Figure 1. Floorplan with the power grid.
Scale: 3 px per µm. Pins as bars on the die edge.
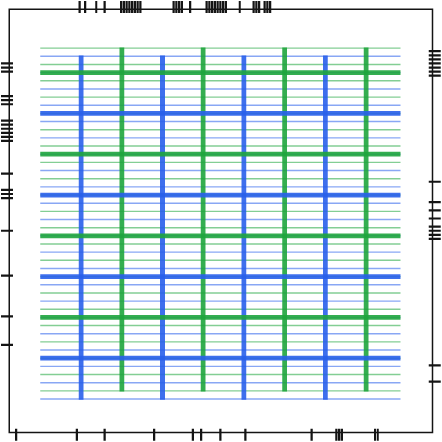
Figure 2. Cell outlines without signal wires.
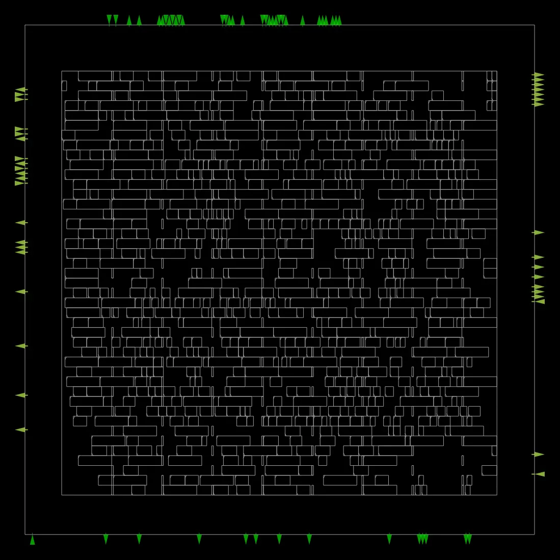
Figure 3. Close-up of the layout.
Window x 45 to 95, y 73 to 123 µm. Cells in grey, sequential cells in the stronger grey; small squares are vias.
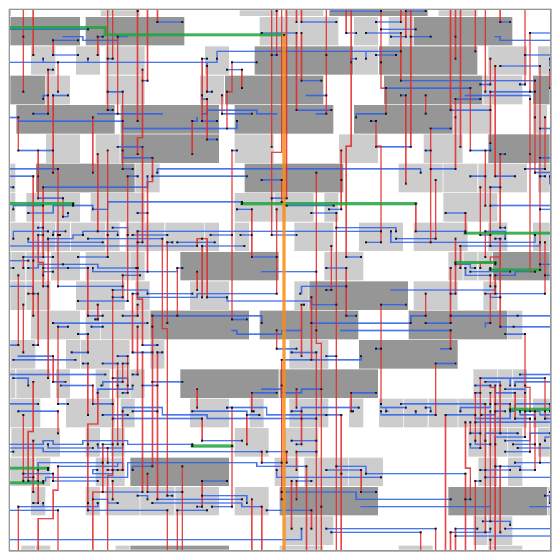
Figure 4. Routed metal per tile.
Scale: 3 px per µm. The die is cut into 28 by 28 equal tiles; dark purple is low, yellow is high, scaled to the fullest tile. Values are wire area over tile area, all layers added.
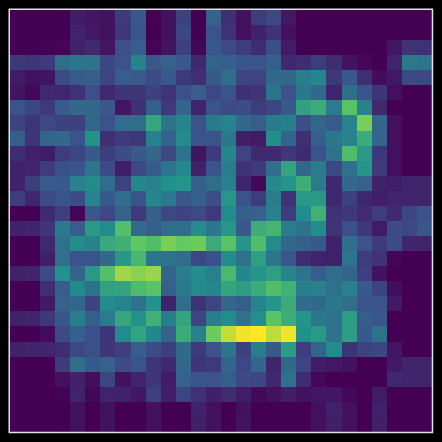
--- src/rtl/rx_pkg.sv ---
// Shared types and constants for the RGB565 DE-mode receive capture block.
package rx_pkg;

    localparam int DIM_W = 11;
    localparam int RES_W = 20;
    localparam int TOT_W = 2 * DIM_W;
    localparam logic [DIM_W-1:0] DIM_SAT = 11'd2047;

    typedef enum logic [2:0] {
        IDLE,
        MEASURE,
        VERIFY,
        LOCKED,
        PAD
    } rx_state_t;

    function automatic int burst_len(input int log2);
        return 1 << log2;
    endfunction

    // Pixels still needed to pad a frame of h*v up to the next burst boundary.
    function automatic logic [RES_W-1:0] burst_residue(input logic [DIM_W-1:0] h,
                                                       input logic [DIM_W-1:0] v,
                                                       input int log2);
        logic [TOT_W-1:0] total;
        logic [RES_W-1:0] r;
        total = {{DIM_W{1'b0}}, h} * {{DIM_W{1'b0}}, v};
        r     = RES_W'(total & TOT_W'(burst_len(log2) - 1));
        return (r == '0) ? '0 : RES_W'(burst_len(log2)) - r;
    endfunction

endpackage

--- src/rtl/rx_frame_meter.sv ---
// Per-frame resolution meter: VS/DE edge detection, line and line-count
// measurement, and the line-consistency check that decides frame validity.
module rx_frame_meter
    import rx_pkg::*;
(
    input  logic             lcd_pclk,
    input  logic             rst_n,
    input  logic             de_q,
    input  logic             vs_q,
    output logic             fb,
    output logic             de_rise,
    output logic [DIM_W-1:0] frame_h,
    output logic [DIM_W-1:0] frame_v,
    output logic             frame_valid
);

    logic             de_d;
    logic             vs_d;
    logic             de_fall;
    logic             line_sat;
    logic             bad;
    logic             bad_nxt;
    logic [DIM_W-1:0] hcnt;
    logic [DIM_W-1:0] vcnt;
    logic [DIM_W-1:0] width;
    logic [DIM_W-1:0] vcnt_nxt;
    logic [DIM_W-1:0] width_nxt;

    assign fb      = vs_q & ~vs_d;
    assign de_rise = de_q & ~de_d;
    assign de_fall = ~de_q & de_d;

    // The *_nxt values fold in a line ending on this very cycle, so an FB
    // coinciding with a DE fall still credits that line to the ending frame.
    always_comb begin
        // NOTE: every always_comb output gets a default first so no path infers a latch.
        vcnt_nxt  = vcnt;
        width_nxt = width;
        bad_nxt   = bad;
        if (de_fall) begin
            if (vcnt == '0) begin
                width_nxt = hcnt;
            end else if (hcnt != width) begin
                bad_nxt = 1'b1;
            end
            if (line_sat || vcnt == DIM_SAT) begin
                bad_nxt = 1'b1;
            end
            if (vcnt != DIM_SAT) begin
                vcnt_nxt = vcnt + DIM_W'(1);
            end
        end
    end

    // A line still active at FB belongs to the new frame and spoils the old one.
    assign frame_h     = width_nxt;
    assign frame_v     = vcnt_nxt;
    assign frame_valid = !bad_nxt && !de_q && (width_nxt != '0) && (vcnt_nxt != '0);

    always_ff @(posedge lcd_pclk or negedge rst_n) begin
        if (!rst_n) begin
            de_d     <= 1'b0;
            vs_d     <= 1'b0;
            hcnt     <= '0;
            line_sat <= 1'b0;
            vcnt     <= '0;
            width    <= '0;
            bad      <= 1'b0;
        end else begin
            // NOTE: sequential state uses non-blocking assignments so every register samples pre-edge values.
            de_d <= de_q;
            vs_d <= vs_q;
            if (de_q) begin
                if (hcnt == DIM_SAT) begin
                    line_sat <= 1'b1;
                end else begin
                    hcnt <= hcnt + DIM_W'(1);
                end
            end else begin
                hcnt     <= '0;
                line_sat <= 1'b0;
            end
            if (fb) begin
                vcnt  <= '0;
                width <= '0;
                bad   <= 1'b0;
            end else begin
                vcnt  <= vcnt_nxt;
                width <= width_nxt;
                bad   <= bad_nxt;
            end
        end
    end

endmodule

--- src/rtl/rgb_rx_capture.sv ---
// RGB565 DE-mode receive capture: resolution lock FSM, burst residue and write path.
// Optional burst padding after each locked FB is built when RX_BURST_PAD_EN is defined.
module rgb_rx_capture
    import rx_pkg::*;
#(
    parameter int          BURST_LEN_LOG2 = 5,
    parameter bit          SYNC_ACT_HIGH  = 1'b1,
    parameter logic [15:0] PAD_COLOR      = 16'h0000
) (
    input  logic             lcd_pclk,
    input  logic             rst_n,
    input  logic             rx_de,
    input  logic             rx_hs,
    input  logic             rx_vs,
    input  logic [15:0]      rx_rgb,
    output logic             wr_en,
    output logic [15:0]      wr_data,
    output logic             wr_sof,
    output logic [DIM_W-1:0] o_h_disp,
    output logic [DIM_W-1:0] o_v_disp,
    output logic             input_done,
    output logic [RES_W-1:0] fifo_left_s,
    output logic             err_pulse
);

    logic             de_q;
    logic             vs_q;
    logic [15:0]      rgb_q;
    logic             unused_hs;
    logic             fb;
    logic             de_rise;
    logic             frame_valid;
    logic [DIM_W-1:0] frame_h;
    logic [DIM_W-1:0] frame_v;
    logic [DIM_W-1:0] cand_h;
    logic [DIM_W-1:0] cand_v;
    logic [RES_W-1:0] pad_cnt;
    logic             match;
    logic             wr_active;
    logic             wr_active_nxt;
    logic             pad_write;
    logic             cand_load;
    logic             lock_set;
    logic             lock_drop;
    logic             err_set;
    logic             sof_set;
    rx_state_t        state;
    rx_state_t        state_nxt;

    // HS carries no information in DE mode.
    assign unused_hs = rx_hs;

    // VS is stored polarity-normalised so a reset value of 0 never looks like an edge.
    always_ff @(posedge lcd_pclk or negedge rst_n) begin
        if (!rst_n) begin
            de_q  <= 1'b0;
            vs_q  <= 1'b0;
            rgb_q <= '0;
        end else begin
            de_q  <= rx_de;
            vs_q  <= SYNC_ACT_HIGH ? rx_vs : ~rx_vs;
            rgb_q <= rx_rgb;
        end
    end

    rx_frame_meter u_meter (
        .lcd_pclk    (lcd_pclk),
        .rst_n       (rst_n),
        .de_q        (de_q),
        .vs_q        (vs_q),
        .fb          (fb),
        .de_rise     (de_rise),
        .frame_h     (frame_h),
        .frame_v     (frame_v),
        .frame_valid (frame_valid)
    );

    assign match = frame_valid && (frame_h == cand_h) && (frame_v == cand_v);

    always_comb begin
        state_nxt     = state;
        wr_active_nxt = wr_active;
        cand_load     = 1'b0;
        lock_set      = 1'b0;
        lock_drop     = 1'b0;
        err_set       = 1'b0;
        sof_set       = 1'b0;
        unique case (state)
            IDLE: begin
                if (fb) state_nxt = MEASURE;
            end
            MEASURE: begin
                if (fb) begin
                    if (frame_valid) begin
                        cand_load = 1'b1;
                        state_nxt = VERIFY;
                    end else begin
                        err_set = 1'b1;
                    end
                end
            end
            VERIFY: begin
                if (fb) begin
                    if (match) begin
                        lock_set  = 1'b1;
                        state_nxt = LOCKED;
                    end else if (frame_valid) begin
                        cand_load = 1'b1;
                    end else begin
                        err_set   = 1'b1;
                        state_nxt = MEASURE;
                    end
                end
            end
            LOCKED: begin
                if (fb) begin
                    if (match) begin
                        wr_active_nxt = 1'b1;
`ifdef RX_BURST_PAD_EN
                        if (fifo_left_s != '0) state_nxt = PAD;
                        else                   sof_set   = 1'b1;
`else
                        sof_set = 1'b1;
`endif
                    end else begin
                        wr_active_nxt = 1'b0;
                        lock_drop     = 1'b1;
                        err_set       = 1'b1;
                        cand_load     = frame_valid;
                        state_nxt     = frame_valid ? VERIFY : MEASURE;
                    end
                end
            end
            PAD: begin
                // Image data arriving before padding completes means the timing is broken.
                if (de_rise) begin
                    wr_active_nxt = 1'b0;
                    lock_drop     = 1'b1;
                    err_set       = 1'b1;
                    state_nxt     = MEASURE;
                end else if (pad_cnt == '0) begin
                    sof_set   = 1'b1;
                    state_nxt = LOCKED;
                end
            end
            default: state_nxt = IDLE;
        endcase
    end

    assign pad_write = (state_nxt == PAD);

    always_ff @(posedge lcd_pclk or negedge rst_n) begin
        if (!rst_n) begin
            state       <= IDLE;
            wr_active   <= 1'b0;
            cand_h      <= '0;
            cand_v      <= '0;
            pad_cnt     <= '0;
            o_h_disp    <= '0;
            o_v_disp    <= '0;
            fifo_left_s <= '0;
            input_done  <= 1'b0;
            err_pulse   <= 1'b0;
            wr_sof      <= 1'b0;
            wr_en       <= 1'b0;
            wr_data     <= '0;
        end else begin
            state     <= state_nxt;
            wr_active <= wr_active_nxt;
            err_pulse <= err_set;
            wr_sof    <= sof_set;
            if (cand_load) begin
                cand_h <= frame_h;
                cand_v <= frame_v;
            end
            if (lock_set) begin
                o_h_disp    <= frame_h;
                o_v_disp    <= frame_v;
                fifo_left_s <= burst_residue(frame_h, frame_v, BURST_LEN_LOG2);
                input_done  <= 1'b1;
            end else if (lock_drop) begin
                input_done <= 1'b0;
            end
            if (pad_write) begin
                pad_cnt <= (state == PAD) ? pad_cnt - RES_W'(1) : fifo_left_s - RES_W'(1);
            end
            wr_en   <= pad_write | (de_q & wr_active_nxt);
            wr_data <= pad_write ? PAD_COLOR : rgb_q;
        end
    end

endmodule

--- config.mk ---
export PLATFORM = sky130hd
export DESIGN_NAME = rgb_rx_capture
export DESIGN_NICKNAME = d
export VERILOG_FILES = /design/src/rtl/rx_pkg.sv /design/src/rtl/rx_frame_meter.sv /design/src/rtl/rgb_rx_capture.sv
export SDC_FILE = /design/constraint.sdc
export NUM_CORES = 1
export LEC_CHECK = 0
export CAP_MARGIN = 30
export CELL_PAD_IN_SITES_DETAIL_PLACEMENT = 0
export CELL_PAD_IN_SITES_GLOBAL_PLACEMENT = 1
export CORE_MARGIN = 10
export CORE_UTILIZATION = 50
export CTS_BUF_LIST = sky130_fd_sc_hd__clkbuf_8
export CTS_CLUSTER_SIZE = 28
export DETAILED_ROUTE_END_ITERATION = 10
export PLACE_DENSITY_LB_ADDON = 0.1
export SYNTH_ARGS = -nofsm -noshare
export SYNTH_HDL_FRONTEND = slang
export SYNTH_SLANG_ARGS = --single-unit
--- constraint.sdc ---
create_clock -name lcd_pclk -period 15.5 [get_ports lcd_pclk]
set_clock_uncertainty 0.15 [all_clocks]
set_input_delay 3.875 -clock lcd_pclk [delete_from_list [all_inputs] [get_ports lcd_pclk]]
set_output_delay 3.875 -clock lcd_pclk [all_outputs]
set_load 0.005 [all_outputs]
==> results.tsv <==
metric	value	unit
status	completed	
final cycle utilization of the critical path	36.3	%
M3 GR Usage	5.10	%
Critical R2R Capture	fifo_left_s[5]	
PostCTS Resize Cnt	0	
worst reg-to-reg setup slack	9.88	ns
Routability Congestion	0.898	
# H-tree levels	4	
beginning of the critical path	u_meter.vcnt[8]	
Area Growth Syn to Fin	16.1	%
Clk power	300	µW
commonest cells in the netlist	dfrtp_1 (149), nor2_1 (60), xnor2_1 (53)	
grt ovf	0	
CP startpoint kind	flop	
DR DRC count	0	
largest net degree at the start of global routing	96	
P_comb	117	µW
# placed instances	874	
RSZ-0062 raised after global routing	false	
Flop pwr share	49.9	%
WS Path Type	flop to flop	
Worst Path Arrival	5.84	ns
Comb pwr share	14.1	%
clock-pin slew on the worst setup and hold paths	0.09	ns
Pwr top	sequential cells	
1st-pass router iterations	5	
Cell Type Count	60	
CTS Buf Count	17	
TritonCTS Sinks	149	
crit-path max cell delay	0.54	ns
IO Pins	83	
crit path DRT	15.72	ns
Post-Syn Area	7270	µm²
Hold WS	0.253	ns
Finished Core Util	60.1	%
insertion delay to the later sink of the worst-skew pair	0.45	ns
Adder-Cell Fraction of Synth Area	2.62	%
relative slew slack	41.5	%
Commonest Layout Cell	dfrtp_1	
FF-to-FF Start	u_meter.vcnt[8]	
Initial DRC Count	329	
top cells, area	dfrtp_1 (51%), mux2_2 (7.9%), xnor2_1 (6.4%)	
Period minus WS final	5.62	ns
Post-Syn Area per Cell	11.2	µm²
Flops after synth	149	
Dominant cell area share	51.3	%
Place WS	9.97	ns
Synth Area in XOR/XNOR	8.32	%
Setup Fix Bufs, Post-CTS	0	
# diodes	0	
Worst-Margin Slew	0.877	ns
post-route setup slack	9.88	ns
Final Hold Viols	0	
met2 Usage GRT	25.7	%
vias in the first global route	5144	
hold path depth	0	
post-route cell area	8430	µm²
MUX area fraction	10.7	%
post-synth top area cell	dfrtp_1	
final tally of setup violations	0	
reg2reg path depth	20	
Max Clk Rate	178	MHz
simple-gate share of the synthesized area	15.5	%
CP max FO	21	
Clock Path Buffers	2	
Slowest-stage cell, CP	or4_1	
Post-DRT Antenna Nets	0	
Slew Limit Fails	0	
initial antenna violation count	0	
setup TNS	0	ns
pwr dens	98.6	nW/µm²
global-route wire length before repair	26600	µm
Layout Nets	748	
Met1 Routed Length	7230	µm
worst-path cell chain	nor4_1 > nand4_1 > buf_4 > mux2i_1 > buf_4 > nor2_1 > ha_1 > ha_1 > inv_1 > fa_1 > fa_1 > xor2_1 > xnor2_1 > xnor2_1 > xnor2_1 > ha_1 > or4_1 > nor2b_1 > mux2i_1 > mux2i_1	
Hold Path End	u_meter.vs_d	
highest routed layer	met4	
Top logic family	simple AND/OR/NAND/NOR gates	
count leader, synth	dfrtp_1	
Max-Cap Viols	0	
met2 routed WL	7460	µm
Hold Crit Start	vs_q	
Post-synth seq share	51.3	%
vias per cell	5.51	
Tot Pwr	832	µW
share of cells above drive strength 1	14.2	%
Worst setup endpoint	fifo_left_s[5]	
Yosys warning count	0	
Notes on Figure 1 above:
[VDD] green
[VSS] blue
met4 straps: 8
met1 rails: 44
rows: 43
CORE AREA: 14000 µm²
Die H: 141 µm
worst vdd ir: 0.0984 mV
chip width: 141 µm

Notes on Figure 2 above:
Flops: 149
Seq area share: 44.2%
final non-filler cell total: 906

Notes on Figure 3 above:
[met4] orange
[met1] blue
[met3] green
[met2] red
netlist names of flops here include: wr_data (7), rgb_q (4), fifo_left_s (3)
cells with their middle in the window: 143
most frequent: dfrtp_1 (27), nor2_1 (16), inv_1 (15)
sequential cells in the window: 27

Notes on Figure 4 above:
densest ninth of the die: centre
mean over tiles: 0.13
tiles over half the peak: 10%
fullest tile: 0.54
nearly empty tiles: 18%
All-Layer GR Usage: 16.4%
wire per inst: 17.4 µm
routed wire length: 15800 µm
DR vias: 4994

## layout make-up
class / count / area (µm²)
sequential: 149 / 3730
clock buffer: 17 / 234
multi-input combinational: 443 / 3250
inverter: 28 / 105
clock inverter: 15 / 163
tap: 180 / 225
fill: 1220 / 5610
timing repair buffer: 74 / 724
## flip-flops by register name, summed over array words and instances (netlist names), 3 cells and up
register       flops
cand_h            11
cand_v            11
fifo_left_s        6
o_h_disp          11
o_v_disp          11
pad_cnt           20
rgb_q             16
state              3
u_meter.hcnt      11
u_meter.vcnt      11
u_meter.width     11
wr_data           16
## worst max-delay path, delay by kind of cell (launching register included)
family	cells	cell delay (ns)
xor+xnor	4	0.72
fa+ha+maj	5	1.77
buf+inv	3	0.51
flops	1	0.52
mux	3	0.54
simple gates	5	1.32
Power and IR drop assume default switching activity.
